`config.mk`:
```
export PLATFORM = sky130hd
export DESIGN_NAME = sync_fifo_rr_drain
export DESIGN_NICKNAME = d
export VERILOG_FILES = /design/src/rtl/sync_fifo_pkg.sv /design/src/rtl/rr_priority_pick.sv /design/src/rtl/sync_fifo_rr_drain.sv
export SDC_FILE = /design/constraint.sdc
export NUM_CORES = 1
export LEC_CHECK = 0
export ABC_AREA = 1
export CORE_MARGIN = 2
export CORE_UTILIZATION = 40
export DETAILED_ROUTE_END_ITERATION = 12
export GPL_TIMING_DRIVEN = 1
export HOLD_SLACK_MARGIN = 0.03
export PLACE_DENSITY = 0.87
export SETUP_SLACK_MARGIN = 0.5
export SYNTH_ARGS = -nofsm -noshare
export SYNTH_HDL_FRONTEND = slang
export SYNTH_SLANG_ARGS = --single-unit
```
`constraint.sdc`:
```
create_clock -name clk -period 1.8 [get_ports clk]
set_input_delay 0.36 -clock clk [delete_from_list [all_inputs] [get_ports clk]]
set_output_delay 0.36 -clock clk [all_outputs]
set_load 0.01 [all_outputs]
```
`src/rtl/sync_fifo_pkg.sv`:
```
// Shared types and helpers for the sync-FIFO drain arbiters.
package sync_fifo_pkg;

  typedef enum logic {ARB_IDLE, ARB_BURST} arb_state_t;

  function automatic int port_idx_width(input int num_ports);
    return (num_ports > 1) ? $clog2(num_ports) : 1;
  endfunction

endpackage

```
`src/rtl/rr_priority_pick.sv`:
```
// Combinational round-robin pick: first requesting port after ptr, wrapping modulo NUM_PORTS.
// Zero latency; no state, so no backpressure of its own.
module rr_priority_pick
  import sync_fifo_pkg::*;
#(
  parameter int NUM_PORTS = 4,
  parameter int IW        = port_idx_width(NUM_PORTS)
) (
  input  logic [NUM_PORTS-1:0] req,
  input  logic [IW-1:0]        ptr,
  output logic                 found,
  output logic [IW-1:0]        idx
);

  logic [IW-1:0] cand;

  always_comb begin
    found = 1'b0;
    idx   = '0;
    cand  = '0;
    // Scan farthest-first so the nearest requester after ptr overwrites the rest.
    for (int k = NUM_PORTS; k >= 1; k--) begin
      cand = IW'((int'(ptr) + k) % NUM_PORTS);
      if (req[cand]) begin
        found = 1'b1;
        idx   = cand;
      end
    end
  end

endmodule

```
`src/rtl/sync_fifo_rr_drain.sv`:
```
// Round-robin burst drain of NUM_PORTS FWFT FIFOs into one registered valid/ready stage.
// Word popped in cycle n is valid in n+1; no pop while the held word is stalled.
module sync_fifo_rr_drain
  import sync_fifo_pkg::*;
#(
  parameter int DATA_WIDTH = 8,
  parameter int NUM_PORTS  = 4,
  parameter int MAX_BURST  = 4
) (
  input  logic                            clk,
  input  logic                            rst,
  input  logic [NUM_PORTS-1:0]            fifo_empty,
  input  logic [NUM_PORTS*DATA_WIDTH-1:0] fifo_data,
  output logic [NUM_PORTS-1:0]            fifo_rd_en,
  output logic                            out_valid,
  input  logic                            out_ready,
  output logic [DATA_WIDTH-1:0]           out_data,
  output logic [$clog2(NUM_PORTS)-1:0]    out_src
);

  localparam int IW = port_idx_width(NUM_PORTS);
  localparam int CW = $clog2(MAX_BURST + 1);

  arb_state_t            state, state_nxt;
  logic [IW-1:0]         ptr, ptr_nxt;
  logic [IW-1:0]         gnt, gnt_nxt;
  logic [CW-1:0]         cnt, cnt_nxt;
  logic [IW-1:0]         pick_idx, pop_idx;
  logic                  pick_found, can_load, pop;
  logic [DATA_WIDTH-1:0] port_dat [NUM_PORTS];

  for (genvar i = 0; i < NUM_PORTS; i++) begin : g_unpack
    assign port_dat[i] = fifo_data[i*DATA_WIDTH +: DATA_WIDTH];
  end

  assign can_load = !out_valid || out_ready;

  rr_priority_pick #(
    .NUM_PORTS (NUM_PORTS),
    .IW        (IW)
  ) u_pick (
    .req   (~fifo_empty),
    .ptr   (ptr),
    .found (pick_found),
    .idx   (pick_idx)
  );

  always_comb begin
    state_nxt = state;
    ptr_nxt   = ptr;
    gnt_nxt   = gnt;
    cnt_nxt   = cnt;
    pop       = 1'b0;
    pop_idx   = gnt;
    case (state)
      ARB_IDLE: begin
        if (pick_found && can_load) begin
          pop     = 1'b1;
          pop_idx = pick_idx;
          gnt_nxt = pick_idx;
          cnt_nxt = CW'(1);
          if (MAX_BURST > 1) state_nxt = ARB_BURST;
          else               ptr_nxt   = pick_idx;
        end
      end
      ARB_BURST: begin
        // An emptied grantee ends the burst with one bubble cycle.
        if (fifo_empty[gnt]) begin
          ptr_nxt   = gnt;
          state_nxt = ARB_IDLE;
        end else if (can_load) begin
          pop     = 1'b1;
          cnt_nxt = cnt + CW'(1);
          if (cnt == CW'(MAX_BURST - 1)) begin
            ptr_nxt   = gnt;
            state_nxt = ARB_IDLE;
          end
        end
      end
    endcase
  end

  always_comb begin
    fifo_rd_en = '0;
    if (pop && !rst) fifo_rd_en[pop_idx] = 1'b1;
  end

  always_ff @(posedge clk) begin
    if (rst) begin
      state <= ARB_IDLE;
      ptr   <= IW'(NUM_PORTS - 1);
      gnt   <= '0;
      cnt   <= '0;
    end else begin
      state <= state_nxt;
      ptr   <= ptr_nxt;
      gnt   <= gnt_nxt;
      cnt   <= cnt_nxt;
    end
  end

  always_ff @(posedge clk) begin
    if (rst) begin
      out_valid <= 1'b0;
      out_data  <= '0;
      out_src   <= '0;
    end else if (pop) begin
      out_valid <= 1'b1;
      out_data  <= port_dat[pop_idx];
      out_src   <= pop_idx;
    end else if (out_ready) begin
      out_valid <= 1'b0;
    end
  end

endmodule

```
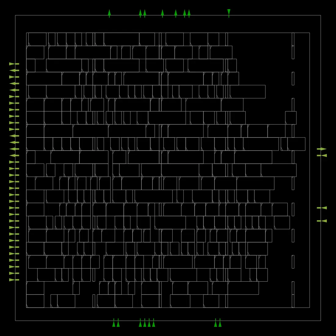
Fig. 1. Placed standard cells (run 1).
Tap Count: 46
flip-flops: 19
Core Footprint: 3360 µm²
non-filler cells, final: 362

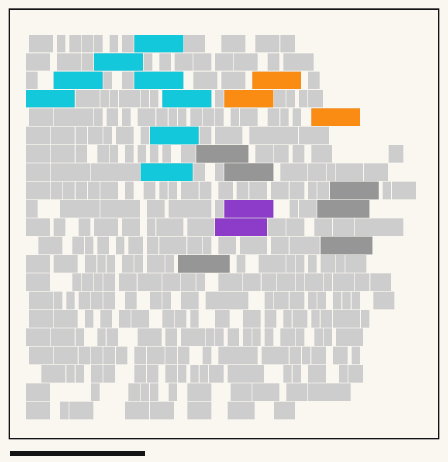
Fig. 2. Where the registers sit (run 1).
Bar = 20 µm. Other sequential cells in the stronger grey, the rest of the logic in the fainter grey.
- `cnt`: orange (sequential cells 3)
- `out_data`: cyan (sequential cells 8)
- `gnt`: purple (sequential cells 2)

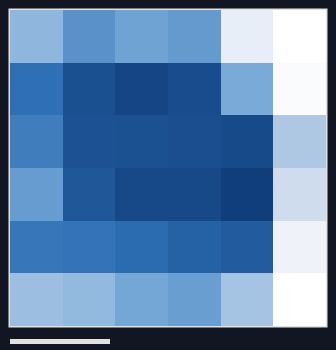
Fig. 3. Cell area per tile (run 1).
Bar = 20 µm. The die is cut into 6 by 6 equal tiles; white is low, dark blue is high, 0 to 100% covered.
- mean over tiles: 59%
- nearly empty tiles: 5.6%
- emptiest ninth of the die: upper right
- densest ninth of the die: centre

## run 1: through the flow
step / total power (µW) / hold WS [ns] / setup TNS [ns] / instances / cell area [µm²]
floorplan: 1860 / 0.429 / -0.0801 / 235 / 1490
global placement: 2570 / 0.447 / -10.62 / 351 / 2220
detailed placement: 2640 / 0.460 / -12.38 / 351 / 2220
CTS: 3020 / 0.478 / -3.08 / 361 / 2380
global route: 3370 / 0.520 / -5.46 / 362 / 2430
finish: 3140 / 0.481 / -3.42 / 362 / 2430
## run 1: final cells by class
cell class / instances / area share [%]
Multi-Input combinational cell: 172 / 42.1
Timing Repair Buffer: 84 / 32.1
Sequential cell: 19 / 16.0
Inverter: 37 / 6.33
Tap cell: 46 / 2.37
Clock buffer: 3 / 0.927
Clock inverter: 1 / 0.206
==> flow_results.xml, run 1 <==
<?xml version="1.0" encoding="UTF-8"?>
<metrics>
  <group name="floorplanning">
    <metric name="dieHeight" unit="µm">63.5</metric>
    <metric name="std_cell_rows" unit="">21</metric>
    <metric name="floorplan.initialDensity" unit="%">42.1</metric>
    <metric name="die_w" unit="µm">63.5</metric>
    <metric name="io_pins" unit="">54</metric>
  </group>
  <group name="yosys">
    <metric name="numSynthFlops" unit="">19</metric>
    <metric name="synth_seq_share" unit="%">26.9</metric>
    <metric name="synthesis.instances" unit="">235</metric>
    <metric name="synth_cell_types" unit="">26</metric>
    <metric name="netlist_top_cells_area" unit="">sky130_fd_sc_hd__dfxtp_1 27%, sky130_fd_sc_hd__nand3_1 17%, sky130_fd_sc_hd__nand2_1 15%</metric>
    <metric name="netlist.top_cell.by_area" unit="">sky130_fd_sc_hd__dfxtp_1</metric>
    <metric name="edf_count" unit="">0</metric>
    <metric name="synth-xor-area-share" unit="%">0</metric>
    <metric name="yosys.area_share.aoi" unit="%">11.2</metric>
    <metric name="synth_area" unit="µm²">1420</metric>
    <metric name="yosys-dominant-comb-family" unit="">simple AND/OR/NAND/NOR gates</metric>
    <metric name="yosys.area.top_type_share" unit="%">26.9</metric>
    <metric name="synthesized_nets" unit="">276</metric>
    <metric name="postSynth.topFlopCell" unit="">sky130_fd_sc_hd__dfxtp_1</metric>
  </group>
  <group name="final_layout">
    <metric name="multi_input_comb_area" unit="µm²">1020</metric>
    <metric name="fillers" unit="">275</metric>
    <metric name="final_common_cell" unit="">sky130_fd_sc_hd__nand3_1</metric>
    <metric name="largest_register" unit="">out_data</metric>
    <metric name="area_delta_synth_final" unit="%">71.7</metric>
    <metric name="final_layout_size_suffix_gt1_share" unit="%">30.4</metric>
    <metric name="lay_top_cells" unit="">46 x sky130_fd_sc_hd__nand3_1, 43 x sky130_fd_sc_hd__nand2_1, 34 x sky130_fd_sc_hd__clkdlybuf4s50_1</metric>
    <metric name="antenna-diode-count" unit="">0</metric>
    <metric name="reg.largest.list" unit="">out_data: 8 flops, cnt: 3 flops</metric>
    <metric name="largest_reg_flops" unit="">8</metric>
    <metric name="final_nets" unit="">358</metric>
  </group>
  <group name="setup_path">
    <metric name="arrival" unit="ns">1.96</metric>
    <metric name="cp.required" unit="ns">1.44</metric>
    <metric name="timing.critical_path.to_type" unit="">output port</metric>
    <metric name="worstSetupStartpoint" unit="">ptr[0]$_SDFFE_PP1P_</metric>
    <metric name="rr_endpoint" unit="">out_data[0]$_SDFFE_PP0P_</metric>
    <metric name="critPathKind" unit="">reg -&gt; out</metric>
    <metric name="cpMostUsedCell" unit="">sky130_fd_sc_hd__nand2_1</metric>
    <metric name="critical_path.reg2reg.startpoint" unit="">ptr[0]$_SDFFE_PP1P_</metric>
    <metric name="rr_worst_depth" unit="">13</metric>
    <metric name="critPathSlowestCell" unit="">sky130_fd_sc_hd__dfxtp_2</metric>
    <metric name="worstSetupStartpointType" unit="">flop</metric>
    <metric name="worst_r2r_setup_slack" unit="ns">-0.24</metric>
    <metric name="largest_delay_contributor_family_on_the_critical_path" unit="">simple AND/OR/NAND/NOR gates</metric>
    <metric name="cp_slowest_stage_delay" unit="ns">0.35</metric>
    <metric name="cp.depth" unit="">14</metric>
    <metric name="crit_path_max_fanout" unit="">10</metric>
  </group>
  <group name="sta">
    <metric name="setup_viol" unit="">13</metric>
    <metric name="report.final.hold_viol_count" unit="">0</metric>
    <metric name="fmaxAchievable" unit="MHz">431</metric>
    <metric name="grt_setup_unrepaired" unit="">yes</metric>
    <metric name="number_of_pins_with_negative_max_slew_slack_in_the_final_report" unit="">0</metric>
    <metric name="fin_ws" unit="ns">-0.518</metric>
    <metric name="post-route-period-util" unit="%">129</metric>
    <metric name="fin_crit" unit="ns">2.32</metric>
    <metric name="worst_clock_skew" unit="ns">0.0133</metric>
  </group>
  <group name="route">
    <metric name="routed.top_layer" unit="">met4</metric>
    <metric name="drt_iter0_markers" unit="">66</metric>
    <metric name="vias" unit="">1835</metric>
    <metric name="drt.antenna.violating_nets" unit="">0</metric>
    <metric name="postRouteWirelength" unit="µm">4590</metric>
    <metric name="drt_pass1_iterations" unit="">4</metric>
    <metric name="route.detailed.wl_per_inst" unit="µm">12.7</metric>
    <metric name="routedLengthMet1" unit="µm">1810</metric>
    <metric name="met2_wirelength" unit="µm">2370</metric>
  </group>
  <group name="run">
    <metric name="openroad.warnings" unit="">29</metric>
    <metric name="drv_cap" unit="">0</metric>
  </group>
  <group name="clock_tree">
    <metric name="cts.path.max_buffers" unit="">2</metric>
    <metric name="hold_fix_buffers_cts" unit="">0</metric>
    <metric name="clkSlewWorstSetupHoldPaths" unit="ns">0.12</metric>
    <metric name="ctsHtreeMaxLevel" unit="">1</metric>
    <metric name="cts_sinks" unit="">19</metric>
    <metric name="cts_inserted_buffers" unit="">3</metric>
    <metric name="tritoncts" unit="">done</metric>
    <metric name="cts_resized" unit="">68</metric>
    <metric name="setup_bufs_post_cts" unit="">6</metric>
  </group>
  <group name="min_path">
    <metric name="hold_path_depth" unit="">2</metric>
    <metric name="worst_hold_path.endpoint" unit="">cnt[2]$_SDFFE_PP0P_</metric>
    <metric name="hp-start" unit="">cnt[2]$_SDFFE_PP0P_</metric>
    <metric name="hp-class" unit="">reg -&gt; reg</metric>
  </group>
  <group name="grt">
    <metric name="grt-busiest-layer" unit="">met2</metric>
    <metric name="antenna_found_initial" unit="">0</metric>
    <metric name="grt_pass1_vias" unit="">1808</metric>
    <metric name="grt_overflow_total" unit="">0</metric>
    <metric name="met1_usage" unit="%">27.8</metric>
    <metric name="grt_use_met3" unit="%">5.36</metric>
    <metric name="grt_start_max_net_pins" unit="">26</metric>
    <metric name="grt_first_pass_wirelength" unit="µm">7790</metric>
  </group>
  <group name="pwr">
    <metric name="power.sequential.fraction" unit="%">20.8</metric>
    <metric name="vdd_drop_max" unit="mV">0.753</metric>
    <metric name="powerDensity" unit="nW/µm²">1290</metric>
    <metric name="netSwitchingPower" unit="µW">1490</metric>
    <metric name="pwr-share-clk" unit="%">6.9</metric>
    <metric name="seq_cell_power" unit="µW">653</metric>
    <metric name="combPwrFrac" unit="%">72.3</metric>
    <metric name="sw_frac_of_total" unit="%">47.4</metric>
    <metric name="power_leader" unit="">combinational cells</metric>
  </group>
  <group name="status">
    <metric name="failing_checks" unit="">negative setup slack</metric>
    <metric name="run_status" unit="">finished, violations left</metric>
  </group>
  <group name="place">
    <metric name="placement.io_buffers" unit="">53</metric>
    <metric name="place_congestion" unit="">0.870</metric>
    <metric name="dpl.hpwl" unit="µm">3340</metric>
    <metric name="pre_cts_slack" unit="ns">-1.06</metric>
  </group>
</metrics>
--- run 2 (diff from run 1) ---
- CORE_UTILIZATION: 40 -> 44
- PLACE_DENSITY: 0.87 -> 0.9
- clock period: 1.8 -> 2.3 ns (I/O delays scaled with it)
==> run 2 against run 1 <==
  * The run still ends with negative setup slack left
  * Critical path depth did not move
  * Area after synthesis did not move
  * Clock power fell by 23%
  * Largest cell class unchanged
==> flow_results.xml, run 2 <==
<?xml version="1.0" encoding="UTF-8"?>
<metrics>
  <group name="status">
    <metric name="run_status" unit="">finished, violations left</metric>
    <metric name="failing_checks" unit="">negative setup slack</metric>
  </group>
  <group name="final_layout">
    <metric name="non_clock_inverter_count_in_the_final_layout" unit="">37</metric>
    <metric name="largest_register" unit="">out_data</metric>
    <metric name="area_delta_synth_final" unit="%">80.0</metric>
    <metric name="buffers_excl_clock" unit="">83</metric>
    <metric name="clkCellAreaFrac" unit="%">1.03</metric>
    <metric name="sequential_cell_total" unit="">19</metric>
    <metric name="largest_reg_flops" unit="">8</metric>
    <metric name="final_nets" unit="">357</metric>
    <metric name="num-multi-input-gates" unit="">172</metric>
    <metric name="fillers" unit="">187</metric>
    <metric name="largestClassByArea" unit="">multi-input combinational cells</metric>
    <metric name="reg.largest.list" unit="">out_data: 8 flops, cnt: 3 flops</metric>
    <metric name="lay_top_cells" unit="">44 x sky130_fd_sc_hd__clkdlybuf4s50_1, 36 x sky130_fd_sc_hd__nand3_1, 32 x sky130_fd_sc_hd__nand2_1</metric>
    <metric name="post-route-util" unit="%">83.4</metric>
    <metric name="final-instance-count-excl-fill" unit="">359</metric>
    <metric name="stdcell_area" unit="µm²">2550</metric>
    <metric name="clock_buffer_count" unit="">4</metric>
    <metric name="multi_input_comb_area" unit="µm²">1090</metric>
    <metric name="final_layout_size_suffix_gt1_share" unit="%">34.9</metric>
    <metric name="signal_buffer_area_fraction" unit="%">32.5</metric>
    <metric name="antenna-diode-count" unit="">0</metric>
    <metric name="final_common_cell" unit="">sky130_fd_sc_hd__clkdlybuf4s50_1</metric>
    <metric name="sh_seq_area" unit="%">15.1</metric>
    <metric name="comb_area_share" unit="%">42.6</metric>
  </group>
  <group name="place">
    <metric name="dpl.hpwl" unit="µm">3360</metric>
    <metric name="pre_cts_slack" unit="ns">-0.833</metric>
    <metric name="place_congestion" unit="">0.846</metric>
    <metric name="dp.cells" unit="">348</metric>
    <metric name="detailed_place.area" unit="µm²">2230</metric>
    <metric name="placement.io_buffers" unit="">53</metric>
  </group>
  <group name="setup_path">
    <metric name="cp_slowest_stage_delay" unit="ns">0.32</metric>
    <metric name="arrival" unit="ns">1.99</metric>
    <metric name="worstPathCellList" unit="">dlygate4sd2_1, inv_1, nand2_1, nand2_2, nand2_2, and2_1, nand2_1, nand2_1, nand2_1, nand2_2, nand2_4, buf_12, nor3_4, buf_2</metric>
    <metric name="crit_path_max_fanout" unit="">5</metric>
    <metric name="worst_r2r_setup_slack" unit="ns">0.18</metric>
    <metric name="critPathKind" unit="">in -&gt; out</metric>
    <metric name="timing.critical_path.to_type" unit="">output port</metric>
    <metric name="critPathSlowestCell" unit="">sky130_fd_sc_hd__dlygate4sd2_1</metric>
    <metric name="worstSetupStartpointType" unit="">input pin</metric>
    <metric name="cpMostUsedCell" unit="">sky130_fd_sc_hd__nand2_1</metric>
    <metric name="cp.required" unit="ns">1.84</metric>
  </group>
  <group name="floorplanning">
    <metric name="core_area" unit="µm²">3050</metric>
    <metric name="std_cell_rows" unit="">20</metric>
    <metric name="die_w" unit="µm">60.7</metric>
    <metric name="tap-cell-count" unit="">44</metric>
    <metric name="dieHeight" unit="µm">60.7</metric>
    <metric name="floorplan.initialDensity" unit="%">46.4</metric>
    <metric name="floorplan_die_area" unit="µm²">3690</metric>
    <metric name="io_pins" unit="">54</metric>
  </group>
  <group name="yosys">
    <metric name="yosysMostFrequentCell" unit="">sky130_fd_sc_hd__nand2_1</metric>
    <metric name="synth_cell_types" unit="">26</metric>
    <metric name="synthesized_nets" unit="">276</metric>
    <metric name="synth_seq_share" unit="%">26.9</metric>
    <metric name="edf_count" unit="">0</metric>
    <metric name="synthesis.instances" unit="">235</metric>
    <metric name="synth_area" unit="µm²">1420</metric>
    <metric name="postSynth.topFlopCell" unit="">sky130_fd_sc_hd__dfxtp_1</metric>
    <metric name="netlist_top_cells_area" unit="">sky130_fd_sc_hd__dfxtp_1 27%, sky130_fd_sc_hd__nand3_1 17%, sky130_fd_sc_hd__nand2_1 15%</metric>
    <metric name="yosys.area.top_type_share" unit="%">26.9</metric>
    <metric name="netlist.top_cell.by_area" unit="">sky130_fd_sc_hd__dfxtp_1</metric>
    <metric name="numSynthFlops" unit="">19</metric>
  </group>
  <group name="route">
    <metric name="routed.top_layer" unit="">met4</metric>
    <metric name="route.met3.wl" unit="µm">321</metric>
    <metric name="post_drt_via_cell_ratio" unit="">5.24</metric>
    <metric name="drt_iter0_markers" unit="">66</metric>
    <metric name="route.detailed.wl_per_inst" unit="µm">14.1</metric>
    <metric name="vias" unit="">1882</metric>
    <metric name="postRouteWirelength" unit="µm">5060</metric>
    <metric name="drt_pass1_iterations" unit="">4</metric>
    <metric name="routedLengthMet1" unit="µm">1980</metric>
    <metric name="drt.antenna.violating_nets" unit="">0</metric>
    <metric name="drt_drc_violations_left" unit="">0</metric>
    <metric name="met2_wirelength" unit="µm">2570</metric>
  </group>
  <group name="grt">
    <metric name="global_route.usage.total" unit="%">26.0</metric>
    <metric name="met1_usage" unit="%">31.6</metric>
    <metric name="grt_start_max_net_pins" unit="">26</metric>
    <metric name="grt_overflow_total" unit="">0</metric>
    <metric name="grt_use_met3" unit="%">5.97</metric>
    <metric name="grt-busiest-layer" unit="">met2</metric>
    <metric name="grt_pass1_vias" unit="">1725</metric>
    <metric name="antenna_found_initial" unit="">0</metric>
    <metric name="grt_use_met2" unit="%">45.3</metric>
    <metric name="grt_first_pass_wirelength" unit="µm">7280</metric>
  </group>
  <group name="pwr">
    <metric name="report.power.total" unit="µW">2720</metric>
    <metric name="power.sequential.fraction" unit="%">18.6</metric>
    <metric name="comb_pwr" unit="µW">2040</metric>
    <metric name="seq_cell_power" unit="µW">506</metric>
    <metric name="vdd_drop_max" unit="mV">0.713</metric>
    <metric name="netSwitchingPower" unit="µW">1270</metric>
    <metric name="pwr-share-clk" unit="%">6.2</metric>
    <metric name="sw_frac_of_total" unit="%">46.8</metric>
    <metric name="powerDensity" unit="nW/µm²">1070</metric>
    <metric name="combPwrFrac" unit="%">75.2</metric>
    <metric name="power_leader" unit="">combinational cells</metric>
    <metric name="total_leakage_power" unit="µW">0.00125</metric>
    <metric name="power_clock" unit="µW">168</metric>
  </group>
  <group name="clock_tree">
    <metric name="clkSlewWorstSetupHoldPaths" unit="ns">0.11</metric>
    <metric name="hold_fix_buffers_cts" unit="">0</metric>
    <metric name="cts.path.max_buffers" unit="">2</metric>
    <metric name="cts_sinks" unit="">19</metric>
    <metric name="ctsRootBufferMaster" unit="">sky130_fd_sc_hd__clkbuf_4</metric>
    <metric name="ctsHtreeMaxLevel" unit="">1</metric>
    <metric name="cts_resized" unit="">62</metric>
    <metric name="setup_bufs_post_cts" unit="">3</metric>
    <metric name="cts_inserted_buffers" unit="">3</metric>
    <metric name="tritoncts" unit="">done</metric>
  </group>
  <group name="sta">
    <metric name="worst_clock_skew" unit="ns">0.00107</metric>
    <metric name="number_of_pins_with_negative_max_slew_slack_in_the_final_report" unit="">0</metric>
    <metric name="report.final.hold_viol_count" unit="">0</metric>
    <metric name="fin_ws" unit="ns">-0.152</metric>
    <metric name="post-route-period-util" unit="%">107</metric>
    <metric name="timing_worst_slew_pin_value" unit="ns">0.291</metric>
    <metric name="setup-tns-final" unit="ns">-0.554</metric>
    <metric name="fin_crit" unit="ns">2.45</metric>
    <metric name="fmaxAchievable" unit="MHz">408</metric>
    <metric name="hold-worst-slack" unit="ns">0.479</metric>
    <metric name="timing.slew.headroom" unit="%">80.5</metric>
    <metric name="grt_setup_unrepaired" unit="">yes</metric>
    <metric name="setup_viol" unit="">4</metric>
  </group>
  <group name="run">
    <metric name="openroad.warnings" unit="">29</metric>
    <metric name="drv_cap" unit="">0</metric>
  </group>
  <group name="min_path">
    <metric name="hp-class" unit="">reg -&gt; reg</metric>
  </group>
</metrics>
-- run 2: cell families after synthesis --
logic type,share of synthesized area [%]
compound gates,11.2
fa+ha+maj,1.77
buf+inv,14.1
flops,26.9
simple gates,46.1
-- run 2: final timing paths --
check / start / end / cells after the start
hold reg to reg: cnt[1]$_SDFFE_PP0P_ / cnt[1]$_SDFFE_PP0P_ / 2
setup reg to reg: ptr[0]$_SDFFE_PP1P_ / out_data[2]$_SDFFE_PP0P_ / 19
setup / recovery: fifo_empty[2] / fifo_rd_en[0] / 14
hold / removal: cnt[1]$_SDFFE_PP0P_ / cnt[1]$_SDFFE_PP0P_ / 2
-- run 2: worst max-delay path, delay by kind of cell --
| kind | cells | cell delay [ns] |
|---|---|---|
| buffers and inverters | 4 | 0.73 |
| and+or+nand+nor | 10 | 0.80 |
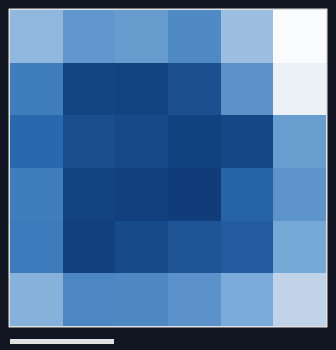
Fig. 4. Cell area per tile (run 2).
Bar = 20 µm. The die is cut into 6 by 6 equal tiles; white is low, dark blue is high, 0 to 100% covered.
- emptiest ninth of the die: upper right
- tiles over 75% full: 44%
- fullest tile: 95%
- mean over tiles: 68%

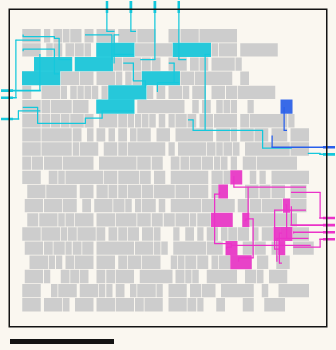
Fig. 5. Wires at chosen ports, followed through buffers (run 2).
Bar = 20 µm.
- `out_ready`: blue (bits 1; direction input; edge right; end cells 1; buffers 1; wire 17.0 µm)
- `fifo_empty`: magenta (bits 4; direction input; edge right; end cells 10; buffers 5; wire 138 µm)
- `out_data`: cyan (bits 8; direction output; edge 4 top, 3 left, 1 right; end cells 8; buffers 8; wire 204 µm)

--- run 3 (diff from run 2) ---
- CTS_BUF_LIST: not set -> sky130_fd_sc_hd__clkbuf_16
==> run 3 against run 2 <==
  * Worst hold slack worse by 0.0069 ns
  * Utilization is 0.29 points higher
  * Register-to-register slack worse by 0.08 ns
  * Sequential cell count stayed put
  * Fmax is 3.5% higher
  * Critical path type is now reg -> out
  * The flow still finishes with violations (negative setup slack)
  * Clock power is 110% higher
  * Clock skew is 0.0026 ns higher
  * Via count is 1.4% lower
  * Sequential power hardly changed
==> flow_results.xml, run 3 <==
<?xml version="1.0" encoding="UTF-8"?>
<metrics>
  <group name="final_layout">
    <metric name="fillers" unit="">181</metric>
    <metric name="clock_buffer_count" unit="">3</metric>
    <metric name="final_layout_size_suffix_gt1_share" unit="%">33.3</metric>
    <metric name="largestClassByArea" unit="">multi-input combinational cells</metric>
    <metric name="buffers_excl_clock" unit="">83</metric>
    <metric name="area_delta_synth_final" unit="%">80.6</metric>
    <metric name="non_clock_inverter_count_in_the_final_layout" unit="">37</metric>
    <metric name="final_common_cell" unit="">sky130_fd_sc_hd__clkdlybuf4s50_1</metric>
    <metric name="largest_register" unit="">out_data</metric>
    <metric name="antenna-diode-count" unit="">0</metric>
    <metric name="sequential_cell_total" unit="">19</metric>
    <metric name="final_nets" unit="">357</metric>
  </group>
  <group name="place">
    <metric name="placement.io_buffers" unit="">53</metric>
    <metric name="dp.cells" unit="">348</metric>
    <metric name="dpl.hpwl" unit="µm">3360</metric>
  </group>
  <group name="yosys">
    <metric name="yosys-dominant-comb-family" unit="">simple AND/OR/NAND/NOR gates</metric>
    <metric name="synth_area" unit="µm²">1420</metric>
    <metric name="synth_seq_share" unit="%">26.9</metric>
    <metric name="yosys.area.top_type_share" unit="%">26.9</metric>
    <metric name="synth-xor-area-share" unit="%">0</metric>
    <metric name="yosysMostFrequentCell" unit="">sky130_fd_sc_hd__nand2_1</metric>
  </group>
  <group name="route">
    <metric name="route.met3.wl" unit="µm">287</metric>
    <metric name="routed.top_layer" unit="">met4</metric>
    <metric name="met2_wirelength" unit="µm">2510</metric>
    <metric name="routedLengthMet1" unit="µm">1900</metric>
    <metric name="drt_iter0_markers" unit="">110</metric>
    <metric name="drt.antenna.violating_nets" unit="">0</metric>
    <metric name="post_drt_via_cell_ratio" unit="">5.17</metric>
  </group>
  <group name="grt">
    <metric name="grt_use_met3" unit="%">5.97</metric>
    <metric name="grt_use_met2" unit="%">45.2</metric>
    <metric name="met1_usage" unit="%">30.9</metric>
    <metric name="grt_first_pass_wirelength" unit="µm">7330</metric>
  </group>
  <group name="setup_path">
    <metric name="worstSetupStartpointType" unit="">flop</metric>
    <metric name="cp.required" unit="ns">1.84</metric>
    <metric name="cpMostUsedCell" unit="">sky130_fd_sc_hd__nand2_2</metric>
    <metric name="critPathKind" unit="">reg -&gt; out</metric>
    <metric name="number_of_buffers_and_inverters_on_the_critical_path" unit="">4</metric>
    <metric name="largest_delay_contributor_family_on_the_critical_path" unit="">simple AND/OR/NAND/NOR gates</metric>
    <metric name="critPathSlowestCell" unit="">sky130_fd_sc_hd__dfxtp_4</metric>
  </group>
  <group name="floorplanning">
    <metric name="dieHeight" unit="µm">60.7</metric>
    <metric name="std_cell_rows" unit="">20</metric>
    <metric name="floorplan.initialDensity" unit="%">46.4</metric>
    <metric name="io_pins" unit="">54</metric>
  </group>
  <group name="pwr">
    <metric name="power_clock" unit="µW">357</metric>
    <metric name="vdd_drop_max" unit="mV">0.689</metric>
  </group>
  <group name="sta">
    <metric name="setup_viol" unit="">4</metric>
    <metric name="post-route-period-util" unit="%">103</metric>
    <metric name="grt_setup_unrepaired" unit="">yes</metric>
    <metric name="hold-worst-slack" unit="ns">0.472</metric>
    <metric name="fin_ws" unit="ns">-0.0699</metric>
    <metric name="fin_crit" unit="ns">2.37</metric>
    <metric name="number_of_pins_with_negative_max_slew_slack_in_the_final_report" unit="">0</metric>
  </group>
  <group name="min_path">
    <metric name="hp-class" unit="">reg -&gt; reg</metric>
  </group>
  <group name="run">
    <metric name="drv_cap" unit="">0</metric>
    <metric name="openroad.warnings" unit="">29</metric>
  </group>
  <group name="clock_tree">
    <metric name="cts_resized" unit="">59</metric>
    <metric name="ctsRootBufferMaster" unit="">sky130_fd_sc_hd__clkbuf_16</metric>
    <metric name="tritoncts" unit="">done</metric>
    <metric name="setup_bufs_post_cts" unit="">3</metric>
  </group>
  <group name="status">
    <metric name="run_status" unit="">finished, violations left</metric>
    <metric name="failing_checks" unit="">negative setup slack</metric>
  </group>
</metrics>
run 3: cell counts after synthesis:
No cell type changed its count.
run 3: cells by family (layout without fill, tap and decap cells):
kind of cell	after synthesis	count (layout)
adder cells (fa/ha/maj)	2	2
flip-flops	19	19
AND/OR/NAND/NOR	143	143
AND-OR/OR-AND	27	27
buffers and inverters	44	124
run 3: final timing paths:
check                           slack, ns  cells past startpoint                start                       end
worst max-delay path                -0.07                     13  ptr[0]$_SDFFE_PP1P_             fifo_rd_en[1]
worst min-delay path                 0.47                      2  cnt[1]$_SDFFE_PP0P_       cnt[1]$_SDFFE_PP0P_
worst max register to register       0.10                     19  ptr[0]$_SDFFE_PP1P_  out_data[7]$_SDFFE_PP0P_
worst min register to register       0.47                      2  cnt[1]$_SDFFE_PP0P_       cnt[1]$_SDFFE_PP0P_
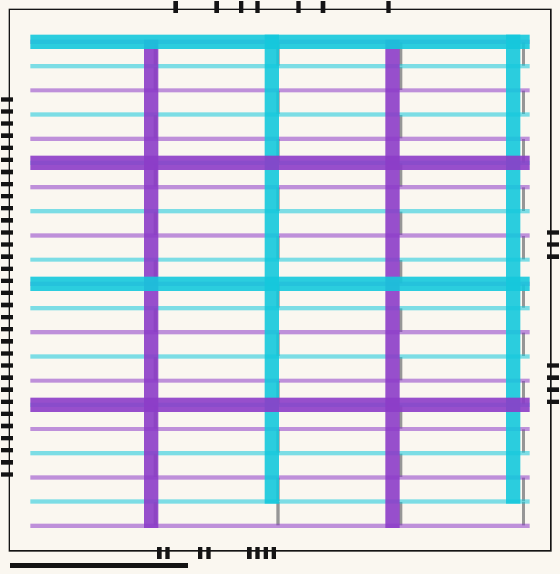
Fig. 6. Floorplan with the power grid (run 3).
Bar = 20 µm. Pins as bars on the die edge. Tap cells in grey.
- VSS: purple
- VDD: cyan
- tap cells: 44
- met5 straps: 4
- met4 straps: 4
- signal pins: 54

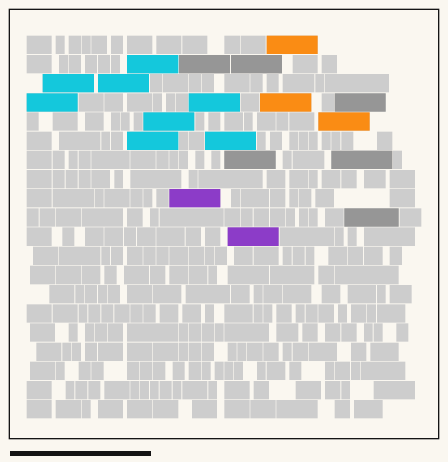
Fig. 7. Where the registers sit (run 3).
Bar = 20 µm. Other sequential cells in the stronger grey, the rest of the logic in the fainter grey.
- `gnt`: purple (sequential cells 2)
- `out_data`: cyan (sequential cells 8)
- `cnt`: orange (sequential cells 3)
- not coloured: 6

Power figures rest on the tool's default switching activity, not on a simulated workload.
